==> config.mk <==
export PLATFORM = sky130hd
export DESIGN_NAME = pc_ctrl
export DESIGN_NICKNAME = d
export VERILOG_FILES = /design/src/rtl/pc_ctrl.sv
export SDC_FILE = /design/constraint.sdc
export NUM_CORES = 1
export LEC_CHECK = 0
export CORE_MARGIN = 5
export CORE_UTILIZATION = 43
export DETAILED_ROUTE_END_ITERATION = 10
export GPL_TIMING_DRIVEN = 0
export PLACE_DENSITY = 0.83
export SLEW_MARGIN = 20
export SYNTH_ARGS = -nofsm -noshare
export SYNTH_HDL_FRONTEND = slang
export SYNTH_SLANG_ARGS = --single-unit
export TNS_END_PERCENT = 10
==> constraint.sdc <==
create_clock -name clk_i -period 3.31 [get_ports clk_i]
set_clock_uncertainty 0.1 [all_clocks]
set_input_delay 0.8275 -clock clk_i [delete_from_list [all_inputs] [get_ports clk_i]]
set_output_delay 0.8275 -clock clk_i [all_outputs]
set_load 0.05 [all_outputs]
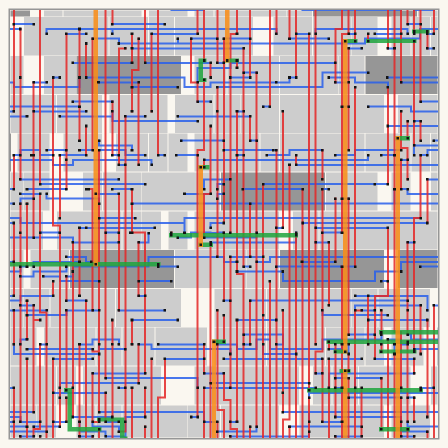
*Close-up of the layout, run 1*
Window x 34 to 64, y 14 to 44 µm. Cells in gray, sequential cells in the stronger gray; small squares are vias.
Key: metal 3 = green; metal 2 = red; metal 1 = blue; metal 4 = orange
Sequential cells in the window: 5. 89 logic cells have their middle in the window. Most frequent: nand2_1 (7), inv_1 (5), dfxtp_1 (5).

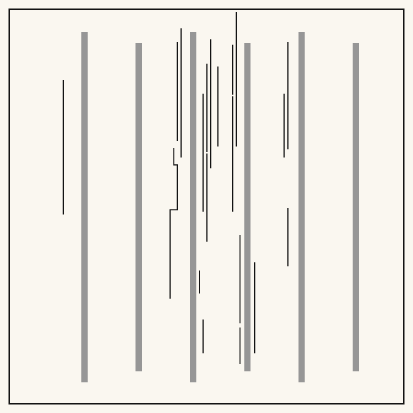
*Metal 4, run 1*
Scale: 4 px per µm. Supply wires on this layer in gray.
The layer holds 3.4% of the routed length. The layer carries 452 µm of wire.
DR vias: 4,176
total routed wirelength: 13,300 µm

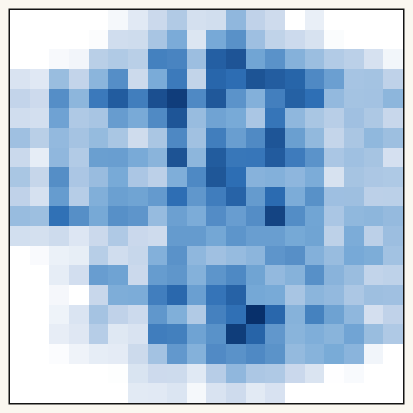
*Wiring heat map, run 1*
Scale: 4 px per µm. 20 x 20 tiles, from white (low) to dark blue (high), scaled to the fullest tile. Values are wire area over tile area, all layers added.
31% of the tiles are over half the peak. The fullest tile reaches 0.60. The emptiest ninth of the die: lower left. The mean over all tiles is 0.23. 14% of the tiles are nearly empty.
Overall Global Routing Usage: 27.1%
average detailed-routed wire length per instance: 18.3 µm

==> impl_metrics.tcl, run 1 <==
# flow metrics
set metrics [dict create \
    max_reg_flops 30 \
    ys_async_sr_fraction_pct 0 \
    power_frac_clock_pct 20.3 \
    count_of_final_setup_violators 30 \
    synthXorXnorAreaFrac_pct 1.57 \
    yosys.area_share.aoi_pct 21.7 \
    numClockSinks 44 \
    met2_wirelength_um 6850 \
    share_comb_of_total_power_pct 46.4 \
    cts-buffers-inserted 5 \
    number_of_hold_repair_buffers_added_at_the_cts_stage 0 \
    vias_per_cell 5.74 \
    openroad_warning_count 37 \
    totalPowerFinal_mw 1.79 \
    start_kind "input port" \
    post-route-min-period_ps 3370 \
    transition_time_at_the_pin_with_the_least_slew_margin_ps 536 \
    clk_pin_slew_worst_paths_ps 80 \
    final_min_period_over_clock_period_pct 102 \
    worst_setup_slack_after_layout_ps -60.5 \
    most_common_cell "sky130_fd_sc_hd__a21oi_1" \
    grt_pass1_wl_um 21700 \
    placementRows 32 \
    run_status "finished, violations left" \
    die.size.x_um 98.2 \
    violations "setup timing" \
    post_synth_inst_count 470 \
    post-cts-setup-buffer-count 3 \
    synth-cells-yosys 470 \
    grt_util_met1_pct 30.1 \
    synth.mux.area_fraction_pct 9.27 \
    tritoncts "yes" \
    post_synth_main_area_contributors "sky130_fd_sc_hd__dfxtp_1, sky130_fd_sc_hd__a21oi_1, sky130_fd_sc_hd__mux2i_1" \
    edf_count 0 \
    post_route_cells_drive_above_1_share_pct 29.8 \
    adder_share_pct 2.24 \
    placement.io_buffers 132 \
    fin_cells 727 \
    grt_most_used_layer "met2" \
]
[run 1: cells by family after synthesis]
| group | after synthesis |
|---|---|
| AND/OR/NAND/NOR | 192 |
| adder cells (fa/ha/maj) | 6 |
| flip-flops | 44 |
| other | 1 |
| multiplexers | 31 |
| AND-OR/OR-AND | 135 |
| buffers and inverters | 55 |
| XOR/XNOR | 6 |
[run 1: stage by stage]
step	utilization, %	hold slack (ps)	setup WS (ps)	setup TNS, ps	area [µm²]
2_1_floorplan	-	318	-5.20	-156	3700
3_3_place_gp	67.3	328	-1340	-42540	5150
3_5_place_dp	67.3	345	-1410	-44180	5150
4_1_cts	75.3	362	-34.3	-407	5760
5_1_grt	77.3	387	-109	-2100	5910
6_report	77.3	358	-60.5	-837	5910
[run 1: power by group through the flow]
stage | logic, mW | registers (mW) | clock network, mW
after global placement | 0.706 | 0.594 | 0
final | 0.829 | 0.594 | 0.363
after CTS | 0.797 | 0.588 | 0.363
after global routing | 0.878 | 0.597 | 0.380
after detailed placement | 0.719 | 0.596 | 0
after floorplan | 0.467 | 0.591 | 0
[run 1: layout make-up]
cell class	count	area (µm²)	share of cell area, %
Antenna cell	1	2.50	0.0423
Buffer	45	367	6.20
Clock buffer	6	82.6	1.40
Clock inverter	2	10.0	0.169
Inverter	9	33.8	0.572
Multi-Input combinational cell	374	2870	48.6
Sequential cell	44	881	14.9
Tap cell	102	128	2.16
Timing Repair Buffer	144	1540	26.0
[run 1: worst max-delay path: stages]
cell and delay (ps):
sky130_fd_sc_hd__dlygate4sd2_1 320, sky130_fd_sc_hd__or3_1 380, sky130_fd_sc_hd__buf_2 170, sky130_fd_sc_hd__nor2_4 110
sky130_fd_sc_hd__a21o_4 160, sky130_fd_sc_hd__buf_6 250, sky130_fd_sc_hd__a21oi_4 60, sky130_fd_sc_hd__buf_6 160
==> inputs of run 2 (changes only) <==
--- a/config.mk
+++ b/config.mk
@@ -5,6 +5,7 @@
 export SDC_FILE = /design/constraint.sdc
 export NUM_CORES = 1
 export LEC_CHECK = 0
+export CAP_MARGIN = 10
 export CORE_MARGIN = 5
 export CORE_UTILIZATION = 43
 export DETAILED_ROUTE_END_ITERATION = 10
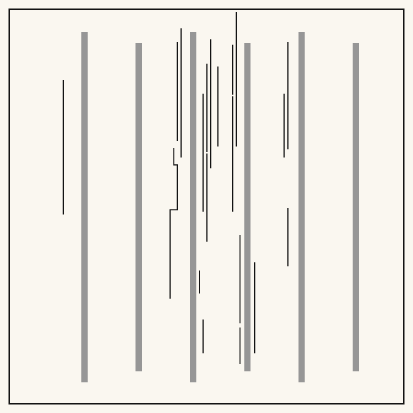
*Metal 4, run 2*
Scale: 4 px per µm. Supply wires on this layer in gray.
The layer holds 3.4% of the routed length. The longest straight run is 33.3 µm. 20 nets have wire on it. The wires run mostly vertical. The layer carries 452 µm of wire.

==> run 2 against run 1 <==
  * The flow still finishes with violations (setup timing)
  * Total power unchanged
  * Flip-flop count unchanged
  * Final cell count unchanged
  * Via count unchanged
  * Final area unchanged
  * Combinational power about the same
  * Sequential power about the same
  * Non-clock buffer count unchanged
  * Synthesized cell count unchanged
  * Core utilization unchanged
  * Critical endpoint unchanged
==> impl_metrics.tcl, run 2 <==
# flow metrics
set metrics [dict create \
    run_status "finished, violations left" \
    violations "setup timing" \
    timing_max_transition_violations_final 0 \
    vias_per_cell 5.74 \
    most_common_cell "sky130_fd_sc_hd__a21oi_1" \
    openroad_warning_count 37 \
    grt_util_all_layers_pct 27.1 \
    wl_um 13300 \
    regArea_um2 881 \
    chip_area_um2 9650 \
    ys_ff 44 \
    critical_path_class "in -> out" \
    tritoncts "yes" \
    max_reg_flops 30 \
    dpl.hpwl_um 8640 \
    synthesis.yosys.warnings 0 \
    yosys.area_share.simple_pct 30.8 \
    ys_async_sr_fraction_pct 0 \
    timing.hold.worst.class "reg -> reg" \
    cpMostUsedCell "sky130_fd_sc_hd__buf_6" \
    layout.nets 734 \
    start_kind "input port" \
    yosys.area_share.aoi_pct 21.7 \
    grt_antenna_before_repair 1 \
    edf_count 0 \
    post_synth_main_area_contributors "sky130_fd_sc_hd__dfxtp_1, sky130_fd_sc_hd__a21oi_1, sky130_fd_sc_hd__mux2i_1" \
    transition_time_at_the_pin_with_the_least_slew_margin_ps 536 \
    synth.distinct_cells 41 \
    grt_start_max_net_pins 20 \
    overflow 0 \
    drc_errors 0 \
    max-vdd-ir-drop_v 0.000220 \
    worst_ep_arrival_time_ps 2440 \
    synthXorXnorAreaFrac_pct 1.57 \
    clock_tree.buffer_depth 2 \
    layout.cells.most_common_list "sky130_fd_sc_hd__clkdlybuf4s50_1, sky130_fd_sc_hd__nand2_1, sky130_fd_sc_hd__a21oi_1" \
    post_synth_most_frequent_cells "sky130_fd_sc_hd__a21oi_1, sky130_fd_sc_hd__nand2_1, sky130_fd_sc_hd__dfxtp_1" \
    p_leak_nw 2.22 \
    die.size.x_um 98.2 \
    placed_cells_incl_taps 706 \
    synth.mux.area_fraction_pct 9.27 \
    placement.io_buffers 132 \
    hold_slack_ps 358 \
    crit_slowest_cell "sky130_fd_sc_hd__or3_1" \
    count_of_final_setup_violators 30 \
    adder_share_pct 2.24 \
    synth-cells-yosys 470 \
    tns_ps -837 \
    grt_pass1_wl_um 21700 \
    worst_setup_slack_after_layout_ps -60.5 \
    achievable-frequency_ghz 0.297 \
    crit_required_ps 2380 \
    detail_route.iter0.violations 112 \
    layout_top_cell_excl_fill_tap "sky130_fd_sc_hd__clkdlybuf4s50_1" \
    power.density_nw_per_um2 302 \
    crit_path_cell_trace "dlygate4sd2_1, or3_1, buf_2, nor2_4, a21o_4, buf_6, a21oi_4, buf_6" \
    clk_pin_slew_worst_paths_ps 80 \
    final_min_period_over_clock_period_pct 102 \
    post_synth_inst_count 470 \
    fillerInstances 481 \
    met2_wirelength_um 6850 \
    num_vias 4176 \
    syn_area_um2 3350 \
    route.met3.wl_um 886 \
    post-route-min-period_ps 3370 \
    post_route_cells_drive_above_1_share_pct 29.8 \
    numClockSinks 44 \
    postSynthSeqShare_pct 26.3 \
    placementRows 32 \
    comb_area_um2 2870 \
    critPathMaxStageDelay_ps 380 \
    top_level_i_o_count 143 \
    ys_top_logic_family "simple AND/OR/NAND/NOR gates" \
    cts-buffers-inserted 5 \
    fin_cells 727 \
    clkLatencyLatePin_ps 300 \
    min_delay_path_depth 1 \
    rrSetupSlack_ps 1290 \
    floorplanUtilization_pct 43.8 \
    setup.worst_path.end_class "output pin" \
    routed_wire_length_per_instance_um 18.3 \
]
## run 2: cell counts in the layout (fill, tap and decap cells not counted)
No cell type changed its count.
## run 2: layout make-up
cell class	instances	area share [%]
Antenna cell	1	0.0423
Buffer	45	6.20
Clock buffer	6	1.40
Clock inverter	2	0.169
Inverter	9	0.572
Multi-Input combinational cell	374	48.6
Sequential cell	44	14.9
Tap cell	102	2.16
Timing Repair Buffer	144	26.0
## run 2: what timing repair did
action,4_1_cts,5_1_grt
setup endpoints to repair,34,34
hold buffers,0,0
cloned,8,0
pin swaps,24,18
resized,345,50
buffers inserted,3,2
## run 2: through the flow
stage | instance area, µm² | power, mW | worst slack [ps] | util [%]
finish | 5910 | 1.79 | -60.5 | 77.3
global route | 5910 | 1.85 | -109 | 77.3
CTS | 5760 | 1.75 | -34.3 | 75.3
detailed placement | 5150 | 1.32 | -1410 | 67.3
global placement | 5150 | 1.30 | -1340 | 67.3
floorplan | 3700 | 1.06 | -5.20 | -
## run 2: layer usage
metal  track usage (%)  up-vias
met5                 0        -
met4              13.4        0
met3              6.86       42
met2              48.0      193
met1              30.1     2002
li1                  -     1939
## run 2: worst max-delay path, delay by kind of cell
family	cells	cell delay, ps
AND/OR/NAND/NOR	2	490
buffers and inverters	4	900
AND-OR/OR-AND	2	220
## run 2: power breakdown
| part | internal (mW) | switching [mW] | total (mW) | leakage (nW) |
|---|---|---|---|---|
| logic | 0.370 | 0.459 | 0.829 | 1.81 |
| registers | 0.567 | 0.0279 | 0.594 | 0.360 |
| clock network | 0.167 | 0.196 | 0.363 | 0.0510 |
| total | 1.10 | 0.683 | 1.79 | 2.22 |
Power is estimated from default activity; no workload was simulated.
